[config.mk]
export PLATFORM = sky130hd
export DESIGN_NAME = uart_tx_arbiter
export DESIGN_NICKNAME = d
export VERILOG_FILES = /design/src/rtl/uart_tx_arbiter.sv
export SDC_FILE = /design/constraint.sdc
export NUM_CORES = 1
export LEC_CHECK = 0
export CAP_MARGIN = 20
export CORE_MARGIN = 2
export CORE_UTILIZATION = 35
export DETAILED_ROUTE_END_ITERATION = 6
export GPL_ROUTABILITY_DRIVEN = 0
export HOLD_SLACK_MARGIN = 0.1
export PLACE_DENSITY = 0.8
export SYNTH_ARGS = -nofsm -noshare
export SYNTH_HDL_FRONTEND = slang
export SYNTH_SLANG_ARGS = --single-unit
[constraint.sdc]
create_clock -name i_clk -period 2 [get_ports i_clk]
set_input_delay 0.4 -clock i_clk [delete_from_list [all_inputs] [get_ports i_clk]]
set_output_delay 0.4 -clock i_clk [all_outputs]
set_load 0.01 [all_outputs]
[src/rtl/uart_tx_arbiter.sv]
// Round-robin arbiter sharing one UART transmitter between p_num_req framed byte sources.
// Optional mid-frame stall timeout is compiled in with `define UART_TX_ARBITER_TIMEOUT_EN.
module uart_tx_arbiter #(
    parameter int p_num_req = 4,
    parameter int p_timeout = 65535
) (
    input  logic                     i_clk,
    input  logic                     i_rst,
    input  logic [p_num_req-1:0]     i_req_valid,
    input  logic [8*p_num_req-1:0]   i_req_data,
    input  logic [p_num_req-1:0]     i_req_last,
    output logic [p_num_req-1:0]     o_req_ready,
    output logic [p_num_req-1:0]     o_grant,
    output logic                     o_tx_start,
    output logic [7:0]               o_tx_data,
    input  logic                     i_tx_done,
    output logic                     o_busy,
    output logic                     o_timeout
);

    localparam int IW = (p_num_req > 1) ? $clog2(p_num_req) : 1;

    typedef enum logic [1:0] {
        ST_IDLE,
        ST_LOAD,
        ST_START,
        ST_WAIT
    } state_t;

    if (p_num_req < 2 || p_num_req > 8 || p_timeout < 1) begin : g_param_check
        $error("uart_tx_arbiter: p_num_req must be 2..8 and p_timeout at least 1");
    end

    state_t                 state;
    state_t                 state_nxt;
    logic [p_num_req-1:0]   grant;
    logic [p_num_req-1:0]   grant_nxt;
    logic [IW-1:0]          rr;
    logic [IW-1:0]          rr_nxt;
    logic [IW-1:0]          owner;
    logic [IW-1:0]          owner_nxt;
    logic [IW-1:0]          owner_inc;
    logic [7:0]             tx_data;
    logic [7:0]             data_nxt;
    logic                   last_q;
    logic                   last_nxt;
    logic                   sel_found;
    logic [IW-1:0]          sel_idx;
    logic                   owner_valid;
    logic [7:0]             owner_data;
    logic                   owner_last;

`ifdef UART_TX_ARBITER_TIMEOUT_EN
    localparam int CW = $clog2(p_timeout + 1);
    logic [CW-1:0]          cnt;
    logic [CW-1:0]          cnt_nxt;
    logic                   timeout_q;
    logic                   timeout_nxt;
`endif

    assign owner_valid = i_req_valid[owner];
    assign owner_data  = i_req_data[{owner, 3'b000} +: 8];
    assign owner_last  = i_req_last[owner];
    assign owner_inc   = (owner == IW'(p_num_req - 1)) ? '0 : owner + 1'b1;

    // First pass looks at or above the pointer, second pass wraps to the low indices.
    always_comb begin
        sel_found = 1'b0;
        sel_idx   = '0;
        for (int j = 0; j < p_num_req; j++) begin
            if (!sel_found && i_req_valid[j] && (IW'(j) >= rr)) begin
                sel_found = 1'b1;
                sel_idx   = IW'(j);
            end
        end
        for (int j = 0; j < p_num_req; j++) begin
            if (!sel_found && i_req_valid[j]) begin
                sel_found = 1'b1;
                sel_idx   = IW'(j);
            end
        end
    end

    always_comb begin
        state_nxt = state;
        grant_nxt = grant;
        rr_nxt    = rr;
        owner_nxt = owner;
        data_nxt  = tx_data;
        last_nxt  = last_q;
`ifdef UART_TX_ARBITER_TIMEOUT_EN
        cnt_nxt     = cnt;
        timeout_nxt = 1'b0;
`endif
        case (state)
            ST_IDLE: begin
                if (sel_found) begin
                    grant_nxt = p_num_req'(1) << sel_idx;
                    owner_nxt = sel_idx;
                    state_nxt = ST_LOAD;
`ifdef UART_TX_ARBITER_TIMEOUT_EN
                    cnt_nxt   = '0;
`endif
                end
            end
            ST_LOAD: begin
                if (owner_valid) begin
                    data_nxt  = owner_data;
                    last_nxt  = owner_last;
                    state_nxt = ST_START;
`ifdef UART_TX_ARBITER_TIMEOUT_EN
                    cnt_nxt   = '0;
                end else if (cnt == CW'(p_timeout - 1)) begin
                    timeout_nxt = 1'b1;
                    grant_nxt   = '0;
                    rr_nxt      = owner_inc;
                    state_nxt   = ST_IDLE;
                    cnt_nxt     = '0;
                end else begin
                    cnt_nxt = cnt + 1'b1;
`endif
                end
            end
            ST_START: begin
                state_nxt = ST_WAIT;
            end
            ST_WAIT: begin
                if (i_tx_done) begin
                    if (last_q) begin
                        grant_nxt = '0;
                        rr_nxt    = owner_inc;
                        state_nxt = ST_IDLE;
                    end else begin
                        state_nxt = ST_LOAD;
                    end
                end
            end
            default: begin
                state_nxt = ST_IDLE;
                grant_nxt = '0;
            end
        endcase
    end

    always_ff @(posedge i_clk) begin
        if (i_rst) begin
            state   <= ST_IDLE;
            grant   <= '0;
            rr      <= '0;
            owner   <= '0;
            tx_data <= 8'h00;
            last_q  <= 1'b0;
        end else begin
            state   <= state_nxt;
            grant   <= grant_nxt;
            rr      <= rr_nxt;
            owner   <= owner_nxt;
            tx_data <= data_nxt;
            last_q  <= last_nxt;
        end
    end

`ifdef UART_TX_ARBITER_TIMEOUT_EN
    always_ff @(posedge i_clk) begin
        if (i_rst) begin
            cnt       <= '0;
            timeout_q <= 1'b0;
        end else begin
            cnt       <= cnt_nxt;
            timeout_q <= timeout_nxt;
        end
    end

    assign o_timeout = timeout_q;
`else
    assign o_timeout = 1'b0;
`endif

    assign o_req_ready = (state == ST_LOAD) ? grant : '0;
    assign o_grant     = grant;
    assign o_tx_start  = (state == ST_START);
    assign o_tx_data   = tx_data;
    assign o_busy      = (state != ST_IDLE);

endmodule

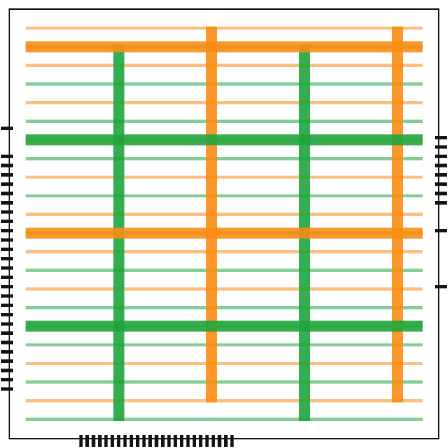
*Supply network, run 1*
Pins as bars on the die edge.
VDD: shown in orange. VSS: shown in green.
4 straps on met5. 62 signal pins sit on the boundary. 22 met1 rails follow the rows.
area of the core: 3311 um2
Max IR drop VDD: 0.4419 mV

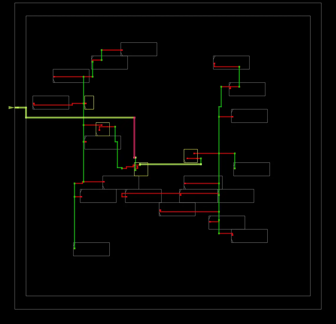
*The clock network, run 1*
largest clock skew in the final design: 11.03 ps
Num CTS Buffers: 3
clock network power: 202 uW

==> run summary, run 1 <==
Implementation summary

The xor-xnor portion of the synthesized cell area is 0%. The main logic family after synthesis is multiplexers. Yosys stat counts 116 cells in the synthesized netlist. After Yosys synthesis, and, or, nand and nor cells account for roughly 17% of the synthesized area. The power report attributes to the clock group a share of about an eighth. Per the CTS log, the buffer count on the longest clock path is 2. The horizontal die dimension reported for this design is about 62 um. Sorting the synthesized cells by area gives the leading types as sky130_fd_sc_hd__dfxtp_1 32%, sky130_fd_sc_hd__mux4_2 19%, sky130_fd_sc_hd__mux2i_1 9.2%. The startpoint of the most critical hold path is o_tx_data[4].

Looking at the reg2reg group, the worst path starts from state[0]. The post-synthesis instance total is approximately 120. Looking at the power breakdown, combinational cells take a little over half of the total. The area growth from synthesis to final layout is 63.32%. The cell-internal power is between 900 and 1000 uW. STA classifies the critical path endpoint as a primary output.

For this design the top-level I/O count stands at 62. The area fraction of the largest cell type after synthesis is a little under a third. The hold slack is roughly 510 ps. The quantity of gates resized following cts is 4. The post-route netlist has between 15 and 20% of its cells at a drive strength greater than 1. The smallest clock period supported by the final layout is computed as about 1900 ps. Ranking logic cells in the layout by count gives the top entries 56 x sky130_fd_sc_hd__clkdlybuf4s50_1, 17 x sky130_fd_sc_hd__dfxtp_1, 15 x sky130_fd_sc_hd__nor2_1. The combined area of all synthesized cells is between 1000 and 1500 um2. The worst hold endpoint is o_tx_data[4]. Summed over all failing endpoints, the final setup total negative slack is 0 ps. STA classifies the critical path startpoint as a register.

The endpoint of the worst setup timing path is o_req_ready[3]. The share of total power dissipated in sequential elements is between 30 and 40%. The final total power is about 1600 uW. The number of filler instances in the final layout is 288. The number of placed instances, taps included, is about 230.

The initial standard-cell utilization of the core is about 36%. The number of antenna diodes is 0. In this run the number of H-tree levels came out at 1. The count of routing violations after the opening detailed-route iteration is 34.

After synthesis, the share of flip-flops with an asynchronous set or reset is 0%. The total number of clock tree sinks is 19. The commonest non-fill, non-tap cell in the layout is sky130_fd_sc_hd__clkdlybuf4s50_1.

In this run, the synthesized area fraction spent on AND-OR/OR-AND gates is recorded as 13.69%. The total leakage power is 0.0008510 uW. The synthesis run shows multiplexers occupying 28.00% of the cell area. The detailed-placement wirelength estimate is about 2.6 mm.

The total overflow left after global routing is 0. Per the detailed-route log, wirelength across all metal layers totals about 3.2 mm. The launch point of the critical path is state[1].

The synthesized-area fraction occupied by adder cells is under 10%. The instance count along the most critical hold path is 2. The detail-routed via count per cell is around 5. The net switching fraction of the power is between 30% and 40%. Note that the worst hold path type here is register to register. The slack of the critical path is between 60 and 70 ps.

The total routing usage reported by global routing is around 17%. The worst setup path is of the register to primary output kind. The terminus of the critical flop-to-flop path is o_grant[1]. The detail route stage leaves a number of antenna-violating nets equal to 0. The most common flop cell mapped by yosys is sky130_fd_sc_hd__dfxtp_1. Counting distinct cell types in the post-synthesis netlist gives 32. The number of antenna violations at the first check in global routing is 0. The floorplan step set the die height to roughly 62 um. The via count is about 1200. The largest net degree at the start of global routing is 13. Setup repair after global routing left no endpoint under its margin. The number of global-route vias before repair was 1253.

The top achievable clock speed is around 520 MHz. From the final report, the count of setup violators was given as 0. The post-place setup slack is -48.77 ps. The finished design was reported to have a net count of 234. The TritonCTS clock tree is built. Per the OpenROAD power report, switching power amounts to around 550 uW. The run finished with clean final reports. STA shows the worst reg2reg path with a cell count of 6. For this run, the register share of the synthesized area comes to a little under a third. Ranked by instance count, the synthesized netlist is headed by 19 x sky130_fd_sc_hd__dfxtp_1, 15 x sky130_fd_sc_hd__nor2_1, 11 x sky130_fd_sc_hd__mux2i_1. The tool flagged a number of max-cap violations equal to 0. The flip-flop count of the largest register, all copies and words added is 8. The tally of non-filler cells in the final layout is ~230. Yosys printed 0 warnings.

Clock latency on the worst-skew pair, taken at its later pin, is 310 ps. For the worst setup path, the data arrival time is 1540 ps. The iteration count recorded for the first detailed-route pass is 4. The normalized max-slew margin is between 60% and 70%. The transition time at the pin with the least slew margin is 579.8 ps. The power group with the highest consumption is combinational logic.

Per report_power, the Combinational row totals 842 uW. The final tally of hold violations is 0. The setup slack of the most critical reg-to-reg path is 360 ps.
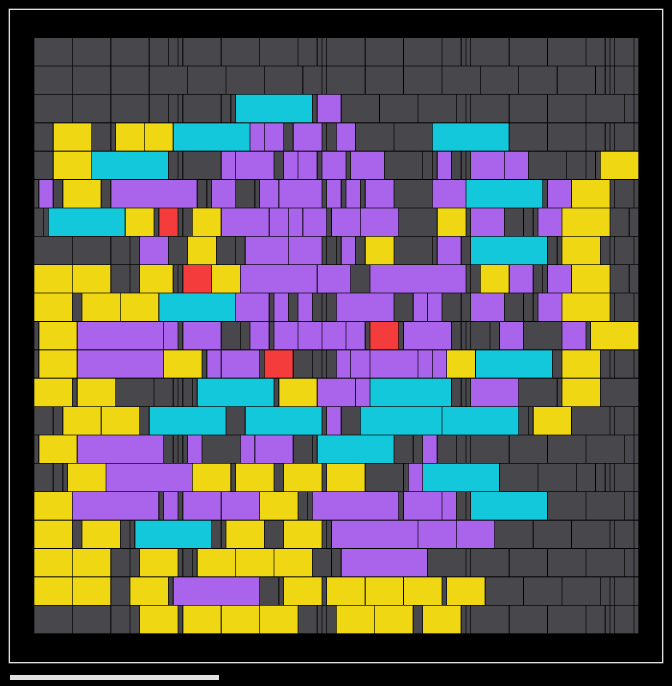
*Placement by cell class, run 1*
Bar = 20 um. Fill, decap, tap and diode cells in grey.
clock drivers and dummy loads: shown in red, cells 4, share of their area 1.5%. combinational and other logic: shown in purple, cells 92, share of their area 42%. remaining buffers and delay cells: shown in yellow, cells 70, share of their area 36%. sequential cells: shown in cyan, cells 19, share of their area 20%.
final standard cell utilization of the core: 59.07%
flop share of the area: 19.58%
final instance area: 1956 um2
cell row count: 21

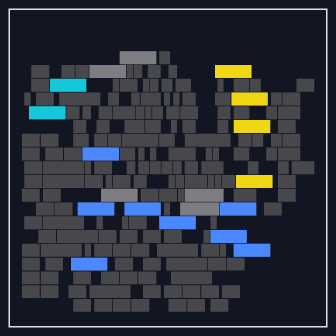
*Register map, names as in the netlist, run 1*
Other sequential cells in the stronger grey, the rest of the logic in the fainter grey.
o_grant: shown in yellow, placed flops 4. o_tx_data: shown in blue, placed flops 8. owner: shown in cyan, placed flops 2.
Another 5 sequential cells are not coloured.
total sequential power: 509 uW
footprint of the flip-flops and latches: 382.9 um2

-- run 1: cell type report --
type	count	area, um2	area share, %
clock inverter	1	5.005	0.2559
inverter	6	22.52	1.152
clock buffer	3	22.52	1.152
sequential	19	382.9	19.58
timing repair buffer	70	681.9	34.87
tap	46	57.56	2.943
multi-input combinational	86	783.3	40.05
-- run 1: layer usage --
metal	part of all wire (%)	track usage [%]	routed length, um
met4	0.84	3.611	27
met2	47	28.63	1531
met1	45	20.52	1441
met5	0	0	0
met3	7.1	5.766	231
-- run 1: worst max-delay path, cell delays in order (launching register included) --
cell	delay (ps)
sky130_fd_sc_hd__dfxtp_2	400
sky130_fd_sc_hd__inv_2	70
sky130_fd_sc_hd__ha_4	160
sky130_fd_sc_hd__and2_1	140
sky130_fd_sc_hd__clkdlybuf4s50_1	470
### Selected gate families, run 1

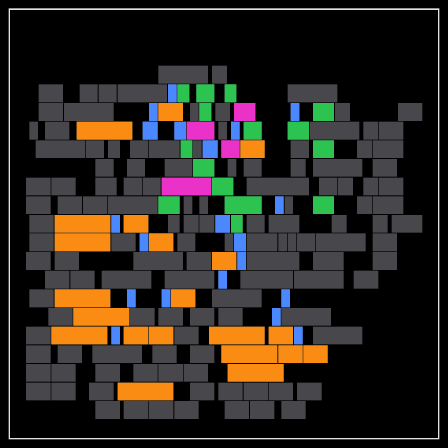

==> run 2: changes to the inputs <==
--- a/config.mk
+++ b/config.mk
@@ -7,11 +7,11 @@
 export LEC_CHECK = 0
 export CAP_MARGIN = 20
 export CORE_MARGIN = 2
-export CORE_UTILIZATION = 35
+export CORE_UTILIZATION = 39
 export DETAILED_ROUTE_END_ITERATION = 6
 export GPL_ROUTABILITY_DRIVEN = 0
 export HOLD_SLACK_MARGIN = 0.1
-export PLACE_DENSITY = 0.8
+export PLACE_DENSITY = 0.87
 export SYNTH_ARGS = -nofsm -noshare
 export SYNTH_HDL_FRONTEND = slang
 export SYNTH_SLANG_ARGS = --single-unit
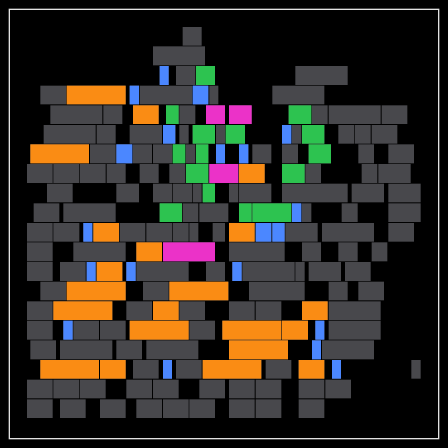
*Selected gate families, run 2*
mux cells: shown in orange, cells 21, most used mux2i_1. aoi and oai cells: shown in green, cells 15. nor cells: shown in blue, cells 20, most used nor2_1. non-inverting ao/oa cells: shown in magenta, cells 4.
Comb area share: 40.28%
most instantiated logic cell after routing: sky130_fd_sc_hd__clkdlybuf4s50_1
number of non-filler instances in the completed layout: 218

==> run 2 against run 1 <==
Against the previous run:
- synthesized cell count is the same
- count of clock-buffer cells in the layout unchanged
- routed wire length is 1.5% higher
- via count increased by 3.5%
- critical path type unchanged
- critical endpoint is now o_tx_start
- highest routed layer unchanged
==> run summary, run 2 <==
Implementation summary

The cell-internal power is approximately 1000 uW. The synthesized instance count is around 120. The share of cells above drive strength 1 is ~17%. The count of different cell masters after synthesis is 32. CTS reports a maximum clock tree buffer depth of 2. The setup slack of the most critical reg-to-reg path is around 330 ps.

The clock net in this run drives a total of 19 sinks. Setup repair after global routing left no endpoint under its margin. The number of buffers other than clock buffers in the final layout is about 70. Per report_power, the sequential group accounts for approximately a third of the total. The cell class contributing the biggest share of worst-path delay is buffers and inverters. The pre-antenna-repair detailed-routing pass consisted of 4 iterations. The number of filler instances in the final layout is roughly 230. The total net switching power is 555.9 uW. The die boundary height is a little under 60 um.

The initial standard-cell utilization of the core is between 40% and 50%. The final-layout clock buffer total is 3. The global-route layer with the greatest usage is met2. After synthesis, flip-flops and latches occupy 31.77% of the total area. The total routing usage reported by global routing is 20.11%. The maximum resistive drop on vdd is between 0.4 and 0.5 mV.

The HPWL after detailed placement is ~2.7 mm. The count of flip-flops and latches is 19. The most common flop cell mapped by yosys is sky130_fd_sc_hd__dfxtp_1.

The top achievable clock speed is between 500 and 600 MHz. Gates resized during post-CTS repair numbered 5. The critical path goes through inv_1 -> ha_1 -> clkdlybuf4s50_1. The cell count of the worst reg-to-reg path is 6. The run finished with clean final reports. STA classifies the critical path startpoint as a register. The number of placed instances with taps included is approximately 210. Nets still carrying antenna violations after routing amount to 0.

STA lists the startpoint of the worst hold path as o_tx_data[3]. The detailed router placed 1218 vias in this run. The final report lists the setup-violating endpoint count as 0.

The number of buffers and inverters on the critical path is 2. The total number of H-tree levels is 1. The category of the worst setup path capture point is a primary output.

The hold slack is a little over 500 ps. The total routed wirelength is 3.282 mm. Summed over its instances, the top area cell type makes up approximately a third of the synthesized netlist area. Net switching is between 30% and 40% of the power. Leaving out the clock tree, the finished layout contains an inverter count of 6.

The wire length on met3 is 260 um. The sum of negative setup slack is 0 ps. The count of routing violations after the opening detailed-route iteration is about 40. Headroom to the max-slew limit came out at approximately 63%. The total overflow left after global routing is 0. TritonCTS built the clock tree. The power share of the combinational group is between 50 and 60%.

Global routing consumed, on the met3 layer, 5.022% of the routing resources. According to the finish report, the design has a final net count of roughly 230. Non-clock buffering takes up around a third of total cell area after layout. After detailed routing, the met2 layer carries 1.608 mm of wire. The later pin in the worst-skew pair is clocked with a latency of just over 300 ps. Entering global routing, the biggest net connects 13 pins. The combined area of all synthesized cells is approximately 1200 um2. The total leakage power is 0.0008659 uW.

The horizontal die dimension is 59.41 um. The multi-input combinational gate total is 86. The clock buffer count from CTS is 3. The launch point of the critical path is state[0].

The pin closest to its max-slew limit shows a slew of around 550 ps. The proportion of register bits with asynchronous set or reset after synthesis is 0%. The layout report lists the multi-input gate area as around 800 um2. The number of antenna violations at the first check in global routing is 0. The area growth from synthesis to final layout is 62.38%. In this run, the clock network consumes 13.1% of the power. In the post-synthesis netlist, the biggest area contributors are sky130_fd_sc_hd__dfxtp_1 32%, sky130_fd_sc_hd__mux4_2 19%, sky130_fd_sc_hd__mux2i_1 9.2%. For reference, the final report shows the hold violation count at 0.

By instance count after routing, the leading logic cell types are 55 x sky130_fd_sc_hd__clkdlybuf4s50_1, 17 x sky130_fd_sc_hd__dfxtp_1, 15 x sky130_fd_sc_hd__nor2_1. The critical path start-end classification is register to primary output. The worst-case clock skew is ~15 ps. In this run the worst setup path terminates at o_tx_start. The worst endpoint data arrival time is 1500 ps. Pin placement for this block handled 62 I/O pins.

The worst min-delay path category is register to register. The total cells reported by yosys after synthesis is 116. The number of global-route vias before repair is roughly 1200. In this design, the stage delay of the slowest critical-path cell is roughly 530 ps.

The number of antenna diodes is 0. The cell at the slowest stage of the critical path is sky130_fd_sc_hd__clkdlybuf4s50_1. The synthesis run shows the most used standard cells to be 19 x sky130_fd_sc_hd__dfxtp_1, 15 x sky130_fd_sc_hd__nor2_1, 11 x sky130_fd_sc_hd__mux2i_1. In the hold timing report, the worst path depth is 2.
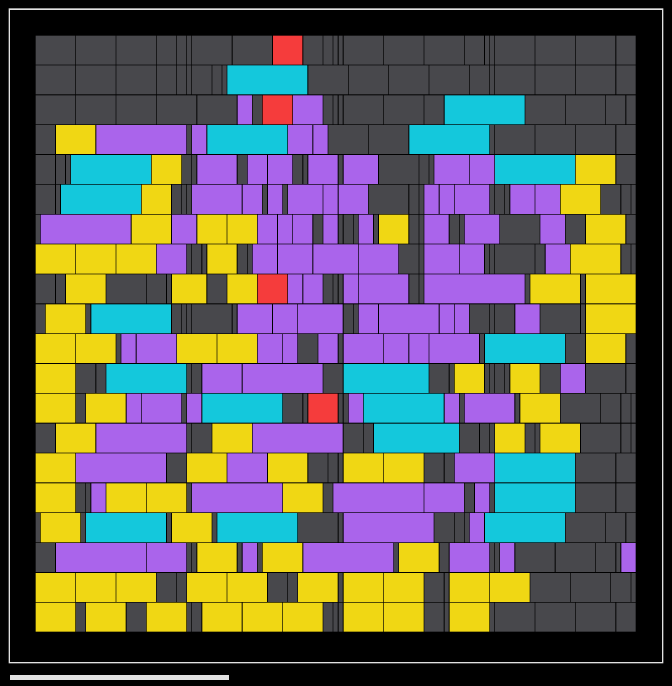
*Placement by cell class, run 2*
Bar = 20 um. Fill, decap, tap and diode cells in grey.
cell row count: 20
final instance area: 1944 um2
flop share of the area: 19.69%
area of the core: 2978 um2
final standard cell utilization of the core: 65.29%

-- run 2: stage by stage --
stage,area (um2),setup slack [ps],total power (uW)
6_report,1944,96.63,1555
5_1_grt,1944,50.42,1653
4_1_cts,1933,25.03,1559
3_5_place_dp,1883,-51.34,1328
3_3_place_gp,1883,11.02,1300
2_1_floorplan,1197,420.1,973.2
-- run 2: cells by family after synthesis --
logic type      synth area share [%]
compound gates                 13.69
fa+ha+maj                      5.225
buf+inv                        3.866
flops                          31.77
mux                            28.00
other cells                   0.3132
simple gates                   17.14
-- run 2: power groups by stage --
stage / clock, uW / combinational (uW) / sequential [uW]
floorplan: 0 / 450 / 524
global placement: 0 / 797 / 504
detailed placement: 0 / 821 / 507
CTS: 213 / 840 / 507
global route: 224 / 909 / 519
finish: 204 / 842 / 508
Power is estimated from default activity; no workload was simulated.
